Fig. 1: run 1, clock distribution
Scale bar: 20 um.
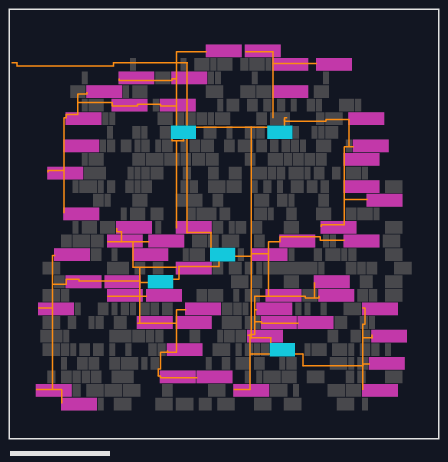
Fig. 2: run 1, cell classes on the final placement
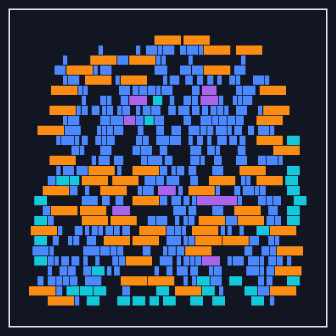
Fig. 3: run 1, sequential cells colored by netlist name
Other sequential cells in the stronger gray, the rest of the logic in the fainter gray.
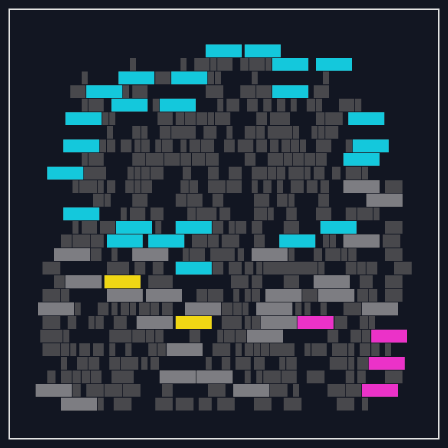
$ cat src/rtl/time_keeper_pkg.sv
// Shared definitions for the time_keeper clock: BCD digit width, digit
// limits and the two-digit BCD increment helpers used by the time counters.
package time_keeper_pkg;

   localparam int DIGIT_W = 4;

   localparam logic [DIGIT_W-1:0] LIM_UNITS    = 4'd9;  // any units digit
   localparam logic [DIGIT_W-1:0] LIM_TENS_MS  = 4'd5;  // minutes/seconds tens
   localparam logic [DIGIT_W-1:0] LIM_TENS_H   = 4'd2;  // hours tens
   localparam logic [DIGIT_W-1:0] LIM_UNITS_H2 = 4'd3;  // hours units when tens is 2
   localparam int                 LIM_HOURS    = 23;
   localparam int                 LIM_MINSEC   = 59;

   typedef struct packed {
      logic [DIGIT_W-1:0] tens;
      logic [DIGIT_W-1:0] ones;
   } bcd2_t;

   // True when a minutes/seconds pair reads 59.
   function automatic logic bcd60_is_max(input bcd2_t v);
      return (v.tens == LIM_TENS_MS) && (v.ones == LIM_UNITS);
   endfunction

   // 00..59 increment, wrapping 59 -> 00.
   function automatic bcd2_t bcd60_inc(input bcd2_t v);
      bcd2_t r;
      r = v;
      if (v.ones == LIM_UNITS) begin
         r.ones = '0;
         r.tens = (v.tens == LIM_TENS_MS) ? '0 : v.tens + 4'd1;
      end else begin
         r.ones = v.ones + 4'd1;
      end
      return r;
   endfunction

   // 00..23 increment, wrapping 23 -> 00.
   function automatic bcd2_t bcd24_inc(input bcd2_t v);
      bcd2_t r;
      r = v;
      if ((v.tens == LIM_TENS_H) && (v.ones == LIM_UNITS_H2)) begin
         r = '0;
      end else if (v.ones == LIM_UNITS) begin
         r.ones = '0;
         r.tens = v.tens + 4'd1;
      end else begin
         r.ones = v.ones + 4'd1;
      end
      return r;
   endfunction

endpackage

$ cat src/rtl/time_keeper_if.sv
// Control and display bundle of the time_keeper clock. The master side
// drives run and the two buttons; the slave side (the clock) drives the
// BCD digits, the seconds pulse and the colon enable.
interface time_keeper_if;
   import time_keeper_pkg::*;

   logic               run;
   logic               inc_min;
   logic               inc_hr;
   logic [DIGIT_W-1:0] h10;
   logic [DIGIT_W-1:0] h1;
   logic [DIGIT_W-1:0] m10;
   logic [DIGIT_W-1:0] m1;
   logic [DIGIT_W-1:0] s10;
   logic [DIGIT_W-1:0] s1;
   logic               sec_tick;
   logic               colon;

   modport master (
      output run, inc_min, inc_hr,
      input  h10, h1, m10, m1, s10, s1, sec_tick, colon
   );

   modport slave (
      input  run, inc_min, inc_hr,
      output h10, h1, m10, m1, s10, s1, sec_tick, colon
   );

endinterface

$ cat src/rtl/time_keeper_prescaler.sv
// Seconds prescaler: counts clock cycles within one second, flags the last
// cycle of each second and produces the registered colon blink enable.
module tick_prescaler #(
   parameter int TICKS_PER_SEC = 10000000
) (
   input  logic clk,
   input  logic rst,
   input  logic run,
   input  logic clr,
   output logic tick,
   output logic colon
);

   localparam int CNT_W = $clog2(TICKS_PER_SEC);
   localparam logic [CNT_W-1:0] LAST = CNT_W'(TICKS_PER_SEC - 1);
   localparam logic [CNT_W-1:0] HALF = CNT_W'(TICKS_PER_SEC / 2);

   logic [CNT_W-1:0] cnt_q, cnt_d;
   logic             colon_q, colon_d;

   assign tick  = run && (cnt_q == LAST);
   assign colon = colon_q;

   // Next count: clear on minute set, wrap at end of second, hold when stopped.
   always_comb begin
      cnt_d = cnt_q;
      if (clr) begin
         cnt_d = '0;
      end else if (run) begin
         cnt_d = (cnt_q == LAST) ? '0 : cnt_q + CNT_W'(1);
      end
      colon_d = (cnt_d < HALF) || !run;
   end

   // Count and colon registers; colon comes out of reset lit.
   always_ff @(posedge clk) begin
      if (rst) begin
         cnt_q   <= '0;
         colon_q <= 1'b1;
      end else begin
         cnt_q   <= cnt_d;
         colon_q <= colon_d;
      end
   end

endmodule

$ cat src/rtl/time_keeper.sv
// 24-hour HH:MM:SS clock with BCD outputs, run/freeze control and two
// set buttons (minutes, hours) brought in through synchronizers.
module time_keeper
   import time_keeper_pkg::*;
#(
   parameter int TICKS_PER_SEC = 10000000
) (
   input  logic          ADC_CLK_10,
   input  logic          reset,
   time_keeper_if.slave  tk
);

   // Index 0 = inc_min, index 1 = inc_hr.
   logic [1:0] btn;
   logic [1:0] sync1_q, sync1_d;
   logic [1:0] sync2_q, sync2_d;
   logic [1:0] dly_q, dly_d;
   logic [1:0] ev;
   logic       ev_min, ev_hr;

   bcd2_t hr_q, hr_d;
   bcd2_t min_q, min_d;
   bcd2_t sec_q, sec_d;

   logic tick;
   logic colon;
   logic sec_wrap, min_wrap;

   assign btn    = {tk.inc_hr, tk.inc_min};
   assign ev     = sync2_q & ~dly_q;
   assign ev_min = ev[0];
   assign ev_hr  = ev[1];

   // Synchronizer chain and edge register feed forward one stage per cycle.
   always_comb begin
      sync1_d = btn;
      sync2_d = sync1_q;
      dly_d   = sync2_q;
   end

   // Button registers reset high so a button held through reset is not an event.
   always_ff @(posedge ADC_CLK_10) begin
      if (reset) begin
         sync1_q <= '1;
         sync2_q <= '1;
         dly_q   <= '1;
      end else begin
         sync1_q <= sync1_d;
         sync2_q <= sync2_d;
         dly_q   <= dly_d;
      end
   end

   tick_prescaler #(
      .TICKS_PER_SEC (TICKS_PER_SEC)
   ) u_prescaler (
      .clk   (ADC_CLK_10),
      .rst   (reset),
      .run   (tk.run),
      .clr   (ev_min),
      .tick  (tick),
      .colon (colon)
   );

   // Time update: minute set beats the tick; hour set swallows a tick carry into hours.
   always_comb begin
      sec_d    = sec_q;
      min_d    = min_q;
      hr_d     = hr_q;
      sec_wrap = bcd60_is_max(sec_q);
      min_wrap = bcd60_is_max(min_q);
      if (ev_min) begin
         sec_d = '0;
         min_d = bcd60_inc(min_q);
      end else if (tick) begin
         sec_d = bcd60_inc(sec_q);
         if (sec_wrap) begin
            min_d = bcd60_inc(min_q);
         end
      end
      if (ev_hr || (tick && !ev_min && sec_wrap && min_wrap)) begin
         hr_d = bcd24_inc(hr_q);
      end
   end

   // Time-of-day registers, cleared to 00:00:00 by reset.
   always_ff @(posedge ADC_CLK_10) begin
      if (reset) begin
         hr_q  <= '0;
         min_q <= '0;
         sec_q <= '0;
      end else begin
         hr_q  <= hr_d;
         min_q <= min_d;
         sec_q <= sec_d;
      end
   end

   assign tk.h10      = hr_q.tens;
   assign tk.h1       = hr_q.ones;
   assign tk.m10      = min_q.tens;
   assign tk.m1       = min_q.ones;
   assign tk.s10      = sec_q.tens;
   assign tk.s1       = sec_q.ones;
   assign tk.sec_tick = tick;
   assign tk.colon    = colon;

endmodule

$ cat src/flat_wrapper.sv
// flat-port wrapper written by rule: the top's interface ports become plain ports
module time_keeper_flat import time_keeper_pkg::*;
#(
   parameter int TICKS_PER_SEC = 10000000
)
  (ADC_CLK_10, reset, tk_run, tk_inc_min, tk_inc_hr, tk_h10, tk_h1, tk_m10, tk_m1, tk_s10, tk_s1, tk_sec_tick, tk_colon);
  time_keeper_if tk_i ();
  input  logic ADC_CLK_10;
  input  logic reset;
  input wire logic [$bits(tk_i.run)-1:0] tk_run;
  input wire logic [$bits(tk_i.inc_min)-1:0] tk_inc_min;
  input wire logic [$bits(tk_i.inc_hr)-1:0] tk_inc_hr;
  output wire logic [$bits(tk_i.h10)-1:0] tk_h10;
  output wire logic [$bits(tk_i.h1)-1:0] tk_h1;
  output wire logic [$bits(tk_i.m10)-1:0] tk_m10;
  output wire logic [$bits(tk_i.m1)-1:0] tk_m1;
  output wire logic [$bits(tk_i.s10)-1:0] tk_s10;
  output wire logic [$bits(tk_i.s1)-1:0] tk_s1;
  output wire logic [$bits(tk_i.sec_tick)-1:0] tk_sec_tick;
  output wire logic [$bits(tk_i.colon)-1:0] tk_colon;
  assign tk_i.run = tk_run;
  assign tk_i.inc_min = tk_inc_min;
  assign tk_i.inc_hr = tk_inc_hr;
  assign tk_h10 = tk_i.h10;
  assign tk_h1 = tk_i.h1;
  assign tk_m10 = tk_i.m10;
  assign tk_m1 = tk_i.m1;
  assign tk_s10 = tk_i.s10;
  assign tk_s1 = tk_i.s1;
  assign tk_sec_tick = tk_i.sec_tick;
  assign tk_colon = tk_i.colon;
  time_keeper #(.TICKS_PER_SEC(TICKS_PER_SEC)) u_core (.ADC_CLK_10(ADC_CLK_10), .reset(reset), .tk(tk_i));
endmodule
$ cat config.mk
export PLATFORM = sky130hd
export DESIGN_NAME = time_keeper_flat
export DESIGN_NICKNAME = d
export VERILOG_FILES = /design/src/rtl/time_keeper_pkg.sv /design/src/rtl/time_keeper_if.sv /design/src/rtl/time_keeper_prescaler.sv /design/src/rtl/time_keeper.sv /design/src/flat_wrapper.sv
export SDC_FILE = /design/constraint.sdc
export NUM_CORES = 1
export LEC_CHECK = 0
export CORE_MARGIN = 5
export CORE_UTILIZATION = 50
export DETAILED_ROUTE_END_ITERATION = 10
export HOLD_SLACK_MARGIN = 0.02
export PLACE_DENSITY = 0.72
export SYNTH_ARGS = -nofsm -noshare
export SYNTH_HDL_FRONTEND = slang
export SYNTH_SLANG_ARGS = --single-unit
$ cat constraint.sdc
create_clock -name ADC_CLK_10 -period 3.72 [get_ports ADC_CLK_10]
set_clock_uncertainty 0.05 [all_clocks]
set_input_delay 0.372 -clock ADC_CLK_10 [delete_from_list [all_inputs] [get_ports ADC_CLK_10]]
set_output_delay 0.372 -clock ADC_CLK_10 [all_outputs]
set_load 0.02 [all_outputs]
==> impl_metrics.csv, run 1 <==
group,metric,value,unit
die,chipArea,0.007342,mm^2
setup_path,end_kind,"flip-flop",
global_route,antenna_found_initial,0,
synthesis,synth-main-ff-cell,"dfxtp_1",
cells_and_area,design_area,0.003317,mm^2
pwr,vdd.ir_drop.worst,0.1951,mV
synthesis,topCombFamilyByArea,"simple AND/OR/NAND/NOR gates",
routing,dr.pass1.iters,5,
die,die_h,85.69,um
timing,finalCriticalPeriod,3.097,ns
cells_and_area,sh_comb_area,49.19,%
job,max_cap_violations,0,
cells_and_area,bufAreaShareNonClock,9.959,%
setup_path,endpoint,"u_core.tk.h10[1]",
die,fp_util,51.69,%
setup_path,worst-setup-path-type,"in2reg",
routing,drcViolationCount,0,
pwr,power.share.sequential,56.9,%
timing,drv_slew,0,
synthesis,synth_top_cell_by_count,"dfxtp_1",
cells_and_area,largest_class,"combinational gates",
cts,cts_root_buf,"clkbuf_8",
cells_and_area,clkCellAreaFrac,3.584,%
synthesis,synthMuxAreaShare,1.398,%
global_route,grtUsageMet2,27.90,%
global_route,grt_max_degree,25,
global_route,grt_busiest_layer,"met2",
pwr,clockPowerShare,39.8,%
synthesis,synthesis.area,0.002864,mm^2
pwr,p_leak,1.070,nW
pwr,power_leader,"sequential cells",
pwr,comb_cell_power,0.0344,mW
cells_and_area,drive_above_1_share,6.824,%
setup_path,critPathLaunch,"tk_run",
hold_path,holdPathEnd,"u_core.dly_d[0]",
synthesis,ys_ff,55,
timing,relSlewSlack,68.56,%
global_route,grt_pass1_vias,2303,
setup_path,r2r_end,"u_core.tk.h10[1]",
routing,ant_nets,0,
synthesis,edf_count,0,
pwr,seq-power,0.598,mW
setup_path,worstPathArrival,3.31,ns
pwr,power_frac_comb,3.3,%
setup_path,crit_fanout,16,
cells_and_area,final-comb-area,0.001632,mm^2
synthesis,top_cell_area_share,38.44,%
pwr,power.switching,0.2346,mW
die,pin_count,31,
synthesis,ys_sh_aoi,10.09,%
synthesis,yosys_warnings,0,
cells_and_area,signal_buffers,34,
cells_and_area,syn2layout_area_growth,15.81,%
routing,wirelength,6.251,mm
routing,avgRoutedWirePerCell,13.80,um
outcome,status,"completed",
cells_and_area,largest_reg_flops,24,
routing,top_layer_used,"met4",
die,chipWidth,85.69,um
routing,drt-met1-wl,3.037,mm
Back to the opening pictures, Fig. 1:
legend:
  cells driving clock nets:
    color: cyan
    count: 5
  clock wires:
    color: orange
    length: 638 um
  flip-flops:
    color: magenta
    count: 55
routed clock nets: 6
flops lie: spread over the die

Back to the opening pictures, Fig. 2:
legend:
  all other logic:
    color: blue
    cells: 284
  other buffers and delay cells:
    color: cyan
    cells: 34
  flip-flops:
    color: orange
    cells: 55
  clock drivers and dummy loads:
    color: purple
    cells: 8

Back to the opening pictures, Fig. 3:
legend:
  `u_core.u_prescaler.cnt_q`:
    color: cyan
    sequential_cells: 24
  `u_core.dly_d`:
    color: yellow
    sequential_cells: 2
  `u_core.tk.m1`:
    color: magenta
    sequential_cells: 4
    where: lower right
not colored: 25

Fig. 4: run 1, wire density map
The die is cut into 17 by 17 equal tiles; dark blue is low, red is high, scaled to the fullest tile. Values are wire area over tile area, all layers added.
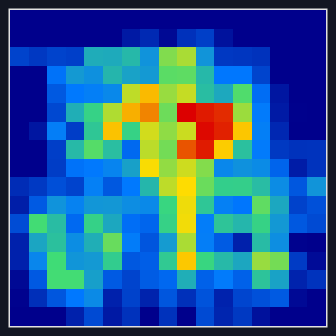

--- run 2 (diff from run 1) ---
Clock period 3.72 ns to 2.9 ns, I/O delays scaled along.
Fig. 5: run 2, wire density map
The die is cut into 17 by 17 equal tiles; dark blue is low, red is high, scaled to the fullest tile. Values are wire area over tile area, all layers added.
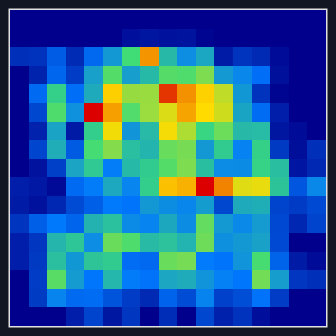
mean over tiles: 0.14
fullest tile: 0.56
tiles over half the peak: 16%
emptiest ninth of the die: upper right
nearly empty tiles: 21%

==> run 2 against run 1 <==
  * Die area stayed put
  * Setup slack worse by 0.48 ns
  * Design area rose by 4.8%
  * Total power up 30%
  * Synthesized cell count is the same
  * Non-clock buffer count up 21
  * Routed wire length grew 2.9%
  * Flip-flop count unchanged
  * Global-route usage grew 0.81 points
==> impl_metrics.csv, run 2 <==
group,metric,value,unit
setup_path,end_kind,"flip-flop",
synthesis,ys_sh_aoi,10.09,%
routing,top_layer_used,"met5",
die,fp_util,51.69,%
timing,drv_slew,0,
cts,cts_root_buf,"clkbuf_8",
placed_design,postPlaceCellArea,0.003356,mm^2
pwr,power.switching,0.2958,mW
pwr,power.share.sequential,56.3,%
pwr,power_leader,"sequential cells",
job,max_cap_violations,0,
synthesis,synthMuxAreaShare,1.398,%
synthesis,top_cell_area_share,38.44,%
synthesis,ys_seq_share,38.44,%
cells_and_area,largest_class,"combinational gates",
global_route,met3_usage,4.611,%
synthesis,topCombFamilyByArea,"simple AND/OR/NAND/NOR gates",
setup_path,worst-path-buf-inv,2,
synthesis,edf_count,0,
synthesis,synth_top_cell_by_count,"dfxtp_1",
hold_path,holdPathEnd,"u_core.dly_d[1]",
setup_path,crit_fanout,8,
cells_and_area,syn2layout_area_growth,21.41,%
timing,finalCriticalPeriod,2.752,ns
pwr,power_frac_comb,3.4,%
die,row_count,27,
routing,dr.pass1.iters,4,
die,pin_count,31,
routing,drt-met1-wl,3.080,mm
outcome,status,"completed",
global_route,grt_max_degree,24,
setup_path,critPathLaunch,"tk_run",
timing,relSlewSlack,69.83,%
cells_and_area,bufAreaShareNonClock,14.03,%
pwr,vdd.ir_drop.worst,0.2613,mV
cells_and_area,design_area,0.003477,mm^2
die,chipArea,0.007342,mm^2
routing,avgRoutedWirePerCell,13.57,um
cells_and_area,drive_above_1_share,11.69,%
synthesis,ys_ff,55,
routing,wirelength,6.431,mm
die,chipWidth,85.69,um
timing,max_clock_freq,363.3,MHz
cells_and_area,signal_buffers,55,
cells_and_area,sh_comb_area,46.92,%
setup_path,worst-setup-path-type,"in2reg",
routing,routed-wl-met2,2.849,mm
setup_path,r2r_end,"u_core.tk.h1[1]",
global_route,grtUsageMet2,28.32,%
cells_and_area,largest_reg_flops,24,
die,die_h,85.69,um
setup_path,endpoint,"u_core.tk.h1[1]",
global_route,grt_pass1_vias,2436,
cells_and_area,final-comb-area,0.001632,mm^2
synthesis,synthesis.area,0.002864,mm^2
pwr,seq-power,0.768,mW
routing,ant_nets,0,
global_route,antenna_found_initial,1,
pwr,p_leak,1.174,nW
Fig. 6: run 2, clock distribution
Scale bar: 20 um.
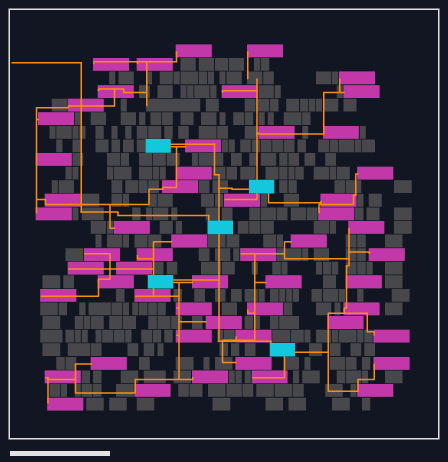
Clock Latency Late Sink: 0.31 ns
power in the clock group: 0.549 mW
Clock power frac: 40.3%

No activity file was given, so power comes from the tool's default toggle rates.
